File: src/rtl/sobel_pkg.sv
// Shared types and defaults for the Sobel 3x3 window generator.
package sobel_pkg;

  localparam int DefPixelWidth  = 8;
  localparam int DefMaxWidth    = 256;
  localparam int DefDimWidth    = 16;
  localparam int SobelWinPixels = 9;

  // Entry 3*r+c holds row r (0 = top), column c (0 = left).
  typedef logic [SobelWinPixels-1:0][DefPixelWidth-1:0] sobel_win_t;

  typedef enum logic [1:0] {
    StIdle  = 2'd0,
    StRun   = 2'd1,
    StDrain = 2'd2
  } sobel_state_e;

endpackage

File: src/rtl/sobel_line_buf.sv
// One image row of pixel storage: combinational read, synchronous write.
module sobel_line_buf
  import sobel_pkg::*;
#(
  parameter int PixelWidth = DefPixelWidth,
  parameter int Depth      = DefMaxWidth,
  parameter int AddrW      = $clog2(Depth)
) (
  input  logic                  clk_i,
  input  logic                  we_i,
  input  logic [AddrW-1:0]      addr_i,
  input  logic [PixelWidth-1:0] wdata_i,
  output logic [PixelWidth-1:0] rdata_o
);

  logic [PixelWidth-1:0] mem_q [Depth];

  // Read returns the old entry when a write to the same address lands this cycle.
  assign rdata_o = mem_q[addr_i];

  always_ff @(posedge clk_i) begin
    if (we_i) begin
      mem_q[addr_i] <= wdata_i;
    end
  end

endmodule

File: src/rtl/sobel_window_gen.sv
// Turns a raster pixel stream into 3x3 windows for every interior pixel of a frame.
module sobel_window_gen
  import sobel_pkg::*;
#(
  parameter int PixelWidth = DefPixelWidth,
  parameter int MaxWidth   = DefMaxWidth,
  parameter int DimWidth   = DefDimWidth
) (
  input  logic                                clk_i,
  input  logic                                rst_ni,
  input  logic                                start_i,
  input  logic [DimWidth-1:0]                 cfg_width_i,
  input  logic [DimWidth-1:0]                 cfg_height_i,
  input  logic                                pix_valid_i,
  output logic                                pix_ready_o,
  input  logic [PixelWidth-1:0]               pix_data_i,
  output logic                                win_valid_o,
  input  logic                                win_ready_i,
  output logic [SobelWinPixels*PixelWidth-1:0] win_data_o,
  output logic [DimWidth-1:0]                 win_x_o,
  output logic [DimWidth-1:0]                 win_y_o,
  output logic                                busy_o,
  output logic                                done_o,
  output logic                                cfg_err_o
);

  localparam int AddrW = $clog2(MaxWidth);

  sobel_state_e state_q;
  logic [DimWidth-1:0] w_q, h_q, x_q, y_q, win_x_q, win_y_q;
  logic win_valid_q, done_q, cfg_err_q;
  logic [SobelWinPixels-1:0][PixelWidth-1:0] win_q, win_d;
  logic [PixelWidth-1:0] top_pix, mid_pix;
  logic [AddrW-1:0] addr;
  logic accept, cfg_ok, x_last, y_last, emit;

  assign cfg_ok = (cfg_width_i >= DimWidth'(3)) &&
                  (cfg_width_i <= DimWidth'(MaxWidth)) &&
                  (cfg_height_i >= DimWidth'(3));

  assign pix_ready_o = (state_q == StRun) && (!win_valid_q || win_ready_i);
  assign accept      = pix_valid_i && pix_ready_o;
  assign x_last      = (x_q == w_q - DimWidth'(1));
  assign y_last      = (y_q == h_q - DimWidth'(1));
  // Columns left over from the previous row are flushed by the time x reaches 2.
  assign emit        = (x_q >= DimWidth'(2)) && (y_q >= DimWidth'(2));
  assign addr        = x_q[AddrW-1:0];

  // lb0 holds the row above the current one, lb1 the row above that.
  sobel_line_buf #(
    .PixelWidth(PixelWidth),
    .Depth     (MaxWidth)
  ) u_lb0 (
    .clk_i  (clk_i),
    .we_i   (accept),
    .addr_i (addr),
    .wdata_i(pix_data_i),
    .rdata_o(mid_pix)
  );

  sobel_line_buf #(
    .PixelWidth(PixelWidth),
    .Depth     (MaxWidth)
  ) u_lb1 (
    .clk_i  (clk_i),
    .we_i   (accept),
    .addr_i (addr),
    .wdata_i(mid_pix),
    .rdata_o(top_pix)
  );

  always_comb begin
    win_d = win_q;
    for (int r = 0; r < 3; r++) begin
      win_d[3*r]   = win_q[3*r+1];
      win_d[3*r+1] = win_q[3*r+2];
    end
    win_d[2] = top_pix;
    win_d[5] = mid_pix;
    win_d[8] = pix_data_i;
  end

  always_ff @(posedge clk_i or negedge rst_ni) begin
    if (!rst_ni) begin
      state_q     <= StIdle;
      w_q         <= '0;
      h_q         <= '0;
      x_q         <= '0;
      y_q         <= '0;
      win_x_q     <= '0;
      win_y_q     <= '0;
      win_valid_q <= 1'b0;
      win_q       <= '0;
      done_q      <= 1'b0;
      cfg_err_q   <= 1'b0;
    end else begin
      done_q    <= 1'b0;
      cfg_err_q <= 1'b0;

      // The window only shifts on accept, and accept implies the slot is free.
      if (accept) begin
        win_q <= win_d;
      end
      if (accept && emit) begin
        win_valid_q <= 1'b1;
        win_x_q     <= x_q - DimWidth'(1);
        win_y_q     <= y_q - DimWidth'(1);
      end else if (win_ready_i) begin
        win_valid_q <= 1'b0;
      end

      case (state_q)
        StIdle: begin
          if (start_i) begin
            if (cfg_ok) begin
              w_q     <= cfg_width_i;
              h_q     <= cfg_height_i;
              x_q     <= '0;
              y_q     <= '0;
              state_q <= StRun;
            end else begin
              cfg_err_q <= 1'b1;
            end
          end
        end
        StRun: begin
          if (accept) begin
            if (x_last) begin
              x_q <= '0;
              y_q <= y_q + DimWidth'(1);
            end else begin
              x_q <= x_q + DimWidth'(1);
            end
            if (x_last && y_last) begin
              state_q <= StDrain;
            end
          end
        end
        StDrain: begin
          if (!win_valid_q || win_ready_i) begin
            done_q  <= 1'b1;
            state_q <= StIdle;
          end
        end
        default: state_q <= StIdle;
      endcase
    end
  end

  assign win_valid_o = win_valid_q;
  assign win_data_o  = win_q;
  assign win_x_o     = win_x_q;
  assign win_y_o     = win_y_q;
  assign busy_o      = (state_q == StRun) || (state_q == StDrain);
  assign done_o      = done_q;
  assign cfg_err_o   = cfg_err_q;

endmodule

File: config.mk
export PLATFORM = sky130hd
export DESIGN_NAME = sobel_window_gen
export DESIGN_NICKNAME = d
export VERILOG_FILES = /design/src/rtl/sobel_pkg.sv /design/src/rtl/sobel_line_buf.sv /design/src/rtl/sobel_window_gen.sv
export SDC_FILE = /design/constraint.sdc
export NUM_CORES = 2
export LEC_CHECK = 0
export CAP_MARGIN = 20
export CORE_MARGIN = 4
export CORE_UTILIZATION = 59
export CTS_BUF_LIST = sky130_fd_sc_hd__clkbuf_4
export DETAILED_ROUTE_END_ITERATION = 8
export GPL_TIMING_DRIVEN = 0
export PLACE_DENSITY_LB_ADDON = 0.25
export SLEW_MARGIN = 40
export SYNTH_ARGS = -nofsm -noshare
export SYNTH_HDL_FRONTEND = slang
export SYNTH_HIERARCHICAL = 1
export SYNTH_SLANG_ARGS = --single-unit
File: constraint.sdc
create_clock -name clk_i -period 7.75 [get_ports clk_i]
set_input_delay 0.775 -clock clk_i [delete_from_list [all_inputs] [get_ports clk_i]]
set_output_delay 0.775 -clock clk_i [all_outputs]
set_load 0.03 [all_outputs]
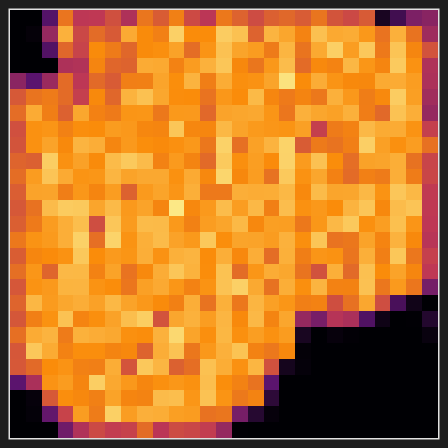
density.png
27 x 27 tiles, from black (low) to pale yellow (high), 0 to 100% covered.
- emptiest ninth of the die: bottom right
- tiles over 75% full: 49%
- fullest tile: 95%
- nearly empty tiles: 12%
- mean over tiles: 64%

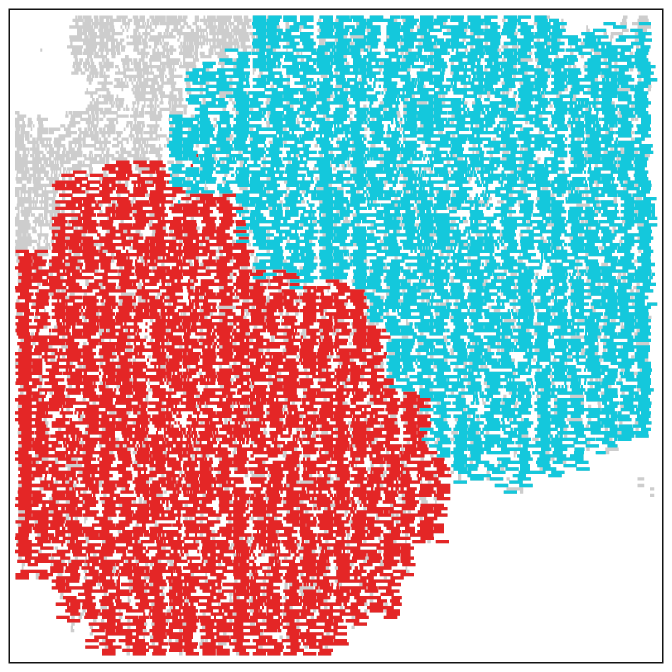
hierarchy.png
Other cells in gray.
- u_lb1: red (cells 3698)
- u_lb0: cyan (cells 3569)
- not colored: 2988
total die size: 289000 sq um
number of cells in the finished layout apart from fillers: 14010
final standard cell utilization of the core: 67.57%

==> Changelog: implementation <==
### Implementation results

* RSZ-0062 raised after global routing: no
* Chip height at about 540 microns
* Chip Area, Yosys at 165500 sq um
* Clock period minus worst slack at 6564 ps
* Top_reg_cell synth: sky130_fd_sc_hd__edfxtp_1
* Number of antenna violations at the first check in global routing at 20
* Worst path slowest cell: sky130_fd_sc_hd__o41ai_1
* Clock tree skew after final layout at 193.4 ps
* Power density cells at 353.7 nW/um^2
* Worst-margin pin slew at 962.0 ps
* Top cell by count, worst path: sky130_fd_sc_hd__buf_4
* Number of buffers inserted by post-CTS setup repair at 0
* DP Wirelength at 308000 microns
* Fraction of layout instances using a drive strength above 1 at 32.41%
* Register bit count reported by yosys at about 4300
* Vias after detailed routing at just over 90000
* Worst Slack Setup Final at 1186 ps
* Largest delay share family, worst path: buffers and inverters
* Critical Path AT at 7750 ps
* Crit end category: flop
* Largest buffer count on any clock path at 5
* Count of different cell masters after synthesis at 67
* TritonCTS clock tree: done
* Number of gates on the worst path with buffers counted at 14
* Clk sinks at 4269
* Launch instance of the worst min-delay path: pix_data_i[1]
* Routed length per instance at 32.03 microns
* Critical Path, Cell by Cell: buf_2 -> buf_2 -> buf_2 -> buf_2 -> mux4_2 -> a22oi_1 -> a21oi_1 -> o41ai_1 -> nand4_1 -> buf_4 -> buf_4 -> buf_4 -> buf_4 -> buf_4
* Maximum ir drop on the vdd rail at approximately 260 uV
* Total core area at 279400 sq um
* Post-Syn Instances at between 8000 and 9000
* Violated checks: design-rule violations
* First-pass GRT wire length at 643600 microns
* First-iteration detailed-routing DRC count at 13370
* Io pins at 154
* Final worst path period share at 84.69%
* Number of buffers inserted during clock tree synthesis at ~1100
* Remaining number of nets flagged by the antenna check after routing at 0
* Number of placed cells counting well taps at 12180
* Placer Congestion at 1.014
* Post-synth seq share at 76.94%
* Post-synthesis async set-or-reset flop share at 4.052%
* Cell taking the most area after synthesis: sky130_fd_sc_hd__edfxtp_1
* Class of the worst hold path: in2reg
* Synthesis-to-finish area growth at 14.08%
* Via count of the first global-routing pass at 93090
* Synthesized cell area at 165500 sq um
* Wirelength, routed at 448600 microns
* Standard-cell rows at around 190
* Count of H-tree levels built during CTS at 7
* Vias per cell at 6.633
* Worst EP required at roughly 8900 ps
* Tool warning count at ~47
* Cell types occupying the most area after synthesis: sky130_fd_sc_hd__edfxtp_1 74%, sky130_fd_sc_hd__mux4_2 14%, sky130_fd_sc_hd__dfrtp_1 2.6%
* Top cell excl fill/tap: sky130_fd_sc_hd__edfxtp_1
* Reg-to-reg startpoint: x_q[1]
* Area taken by multi-input logic gates at 36350 sq um
* Xor/xnor share of the synthesized area at 0.3758%
* Critical path class: reg2reg
* DRC violation count after routing at 1
* Worst slew margin at 35.03%
* Reg area at approximately 130000 sq um
* Biggest fanout along the worst timing path at 16
* Cell with the most instances after synthesis: sky130_fd_sc_hd__edfxtp_1
* Reg2Reg Depth at 14
* Most common logic cells in the final layout: 4096 x sky130_fd_sc_hd__edfxtp_1, 1531 x sky130_fd_sc_hd__clkbuf_4, 1024 x sky130_fd_sc_hd__mux4_2
* Leakage component of the power at a little over 60 nW
* Multiplexer fraction of the synthesized cell area at 14.14%
* Grt total ovfl at 0
* Mean cell area of the mapped netlist at 20.52 sq um
* Min Hold Slack at 186.6 ps
* Cells on Worst Hold Path at 2
* Simple-gate share of the synthesized area at around 3.0%
* Final setup viols at 0
* Core utilization at floorplan at 59.23%
* Post-synthesis cell count from yosys at 8066
* Kind of start point of the critical path: flop
* Delay of the slowest critical-path stage at 850 ps
* Termination of the worst setup path: u_lb1/mem_q[51][1]
* Place WS at around 1500 ps
* Clk Latency, worst-skew pair at 1630 ps
* Final count of pins violating max slew at 0
* Clock slew at the register clock pins of the worst setup and hold paths at 70 ps
* Floorplan die width at 537.6 microns
* Cell area after layout at 188800 sq um
* Maximum number of pins on one net before global-route repair at 105
* Cells resized by post-CTS repair at 0
* Placed Area at around 180000 sq um
* Maximum frequency from static timing analysis at 152.4 MHz
* Number of hold-repair buffers added at the cts stage at around 40
* Slack of the worst reg-to-reg path at roughly 1200 ps
* Total power at 66.78 mW
* Run status: finished, violations left
* Largest logic family: multiplexers
* Synth warnings at 6
* Mapped Nets at 8122
* Port Buffer Count at approximately 150
* R2r endpoint: u_lb1/mem_q[51][1]
* Total Neg Setup Slack at 0 ps
* Initial DRT Pass Iterations at 9
* Final net count at 9676
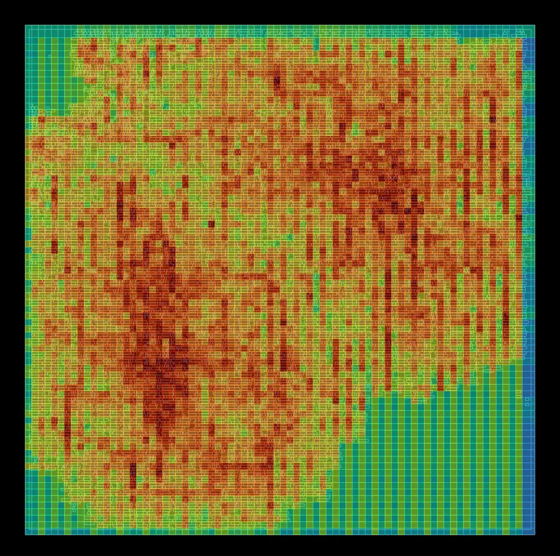
final_congestion.png
layer carrying the most global-route usage: met2
met3 capacity usage during global routing: 10.73%
met1 global-route usage: 42.43%
overall routing resource usage: 31.55%

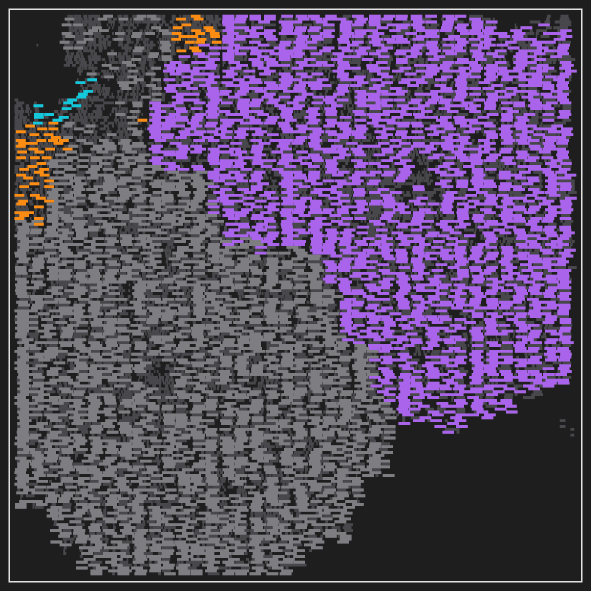
registers.png
Other sequential cells in the stronger gray, the rest of the logic in the fainter gray.
- w_q: cyan (flops 16; where top left)
- u_lb0/mem_q: purple (flops 2048)
- win_data_o: orange (flops 72)
- not colored: 2133

==> worst register-to-register path, stage by stage (launching register included) <==
cell                      delay (ps)
sky130_fd_sc_hd__dfrtp_1         600
sky130_fd_sc_hd__buf_2           450
sky130_fd_sc_hd__buf_2           560
sky130_fd_sc_hd__buf_2           440
sky130_fd_sc_hd__buf_2           370
sky130_fd_sc_hd__mux4_2          390
sky130_fd_sc_hd__a22oi_1         310
sky130_fd_sc_hd__a21oi_1         290
sky130_fd_sc_hd__o41ai_1         860
sky130_fd_sc_hd__nand4_1         650
sky130_fd_sc_hd__buf_4           430
sky130_fd_sc_hd__buf_4           220
sky130_fd_sc_hd__buf_4           210
sky130_fd_sc_hd__buf_4           220
sky130_fd_sc_hd__buf_4           200
==> report_power, final <==
part | total [mW] | leakage, nW | internal, mW | switching, mW
clock network | 18.0 | 7.65 | 9.44 | 8.57
registers | 29.6 | 39.2 | 29.4 | 0.237
logic | 19.1 | 13.8 | 6.23 | 12.9
==> routing by layer <==
metal	up-vias	global-route usage, %	routed length [microns]
met5	-	0.2632	205
met4	14	16.91	22890
met3	1180	10.73	62070
met2	7064	46.21	208300
met1	47400	42.43	155100
li1	37270	-	-
==> area by class of cell <==
| class | count | share of cell area, % |
|---|---|---|
| flip-flops and latches | 4269 | 67.44 |
| clock inverters | 234 | 0.6793 |
| clock buffers | 1525 | 6.064 |
| repair buffers | 430 | 2.603 |
| multi-input cells | 3246 | 19.26 |
| well taps | 3724 | 2.468 |
| inverters | 22 | 0.04374 |
| diodes | 30 | 0.03976 |
| plain buffers | 529 | 1.401 |
Power figures rest on the tool's default switching activity, not on a simulated workload.
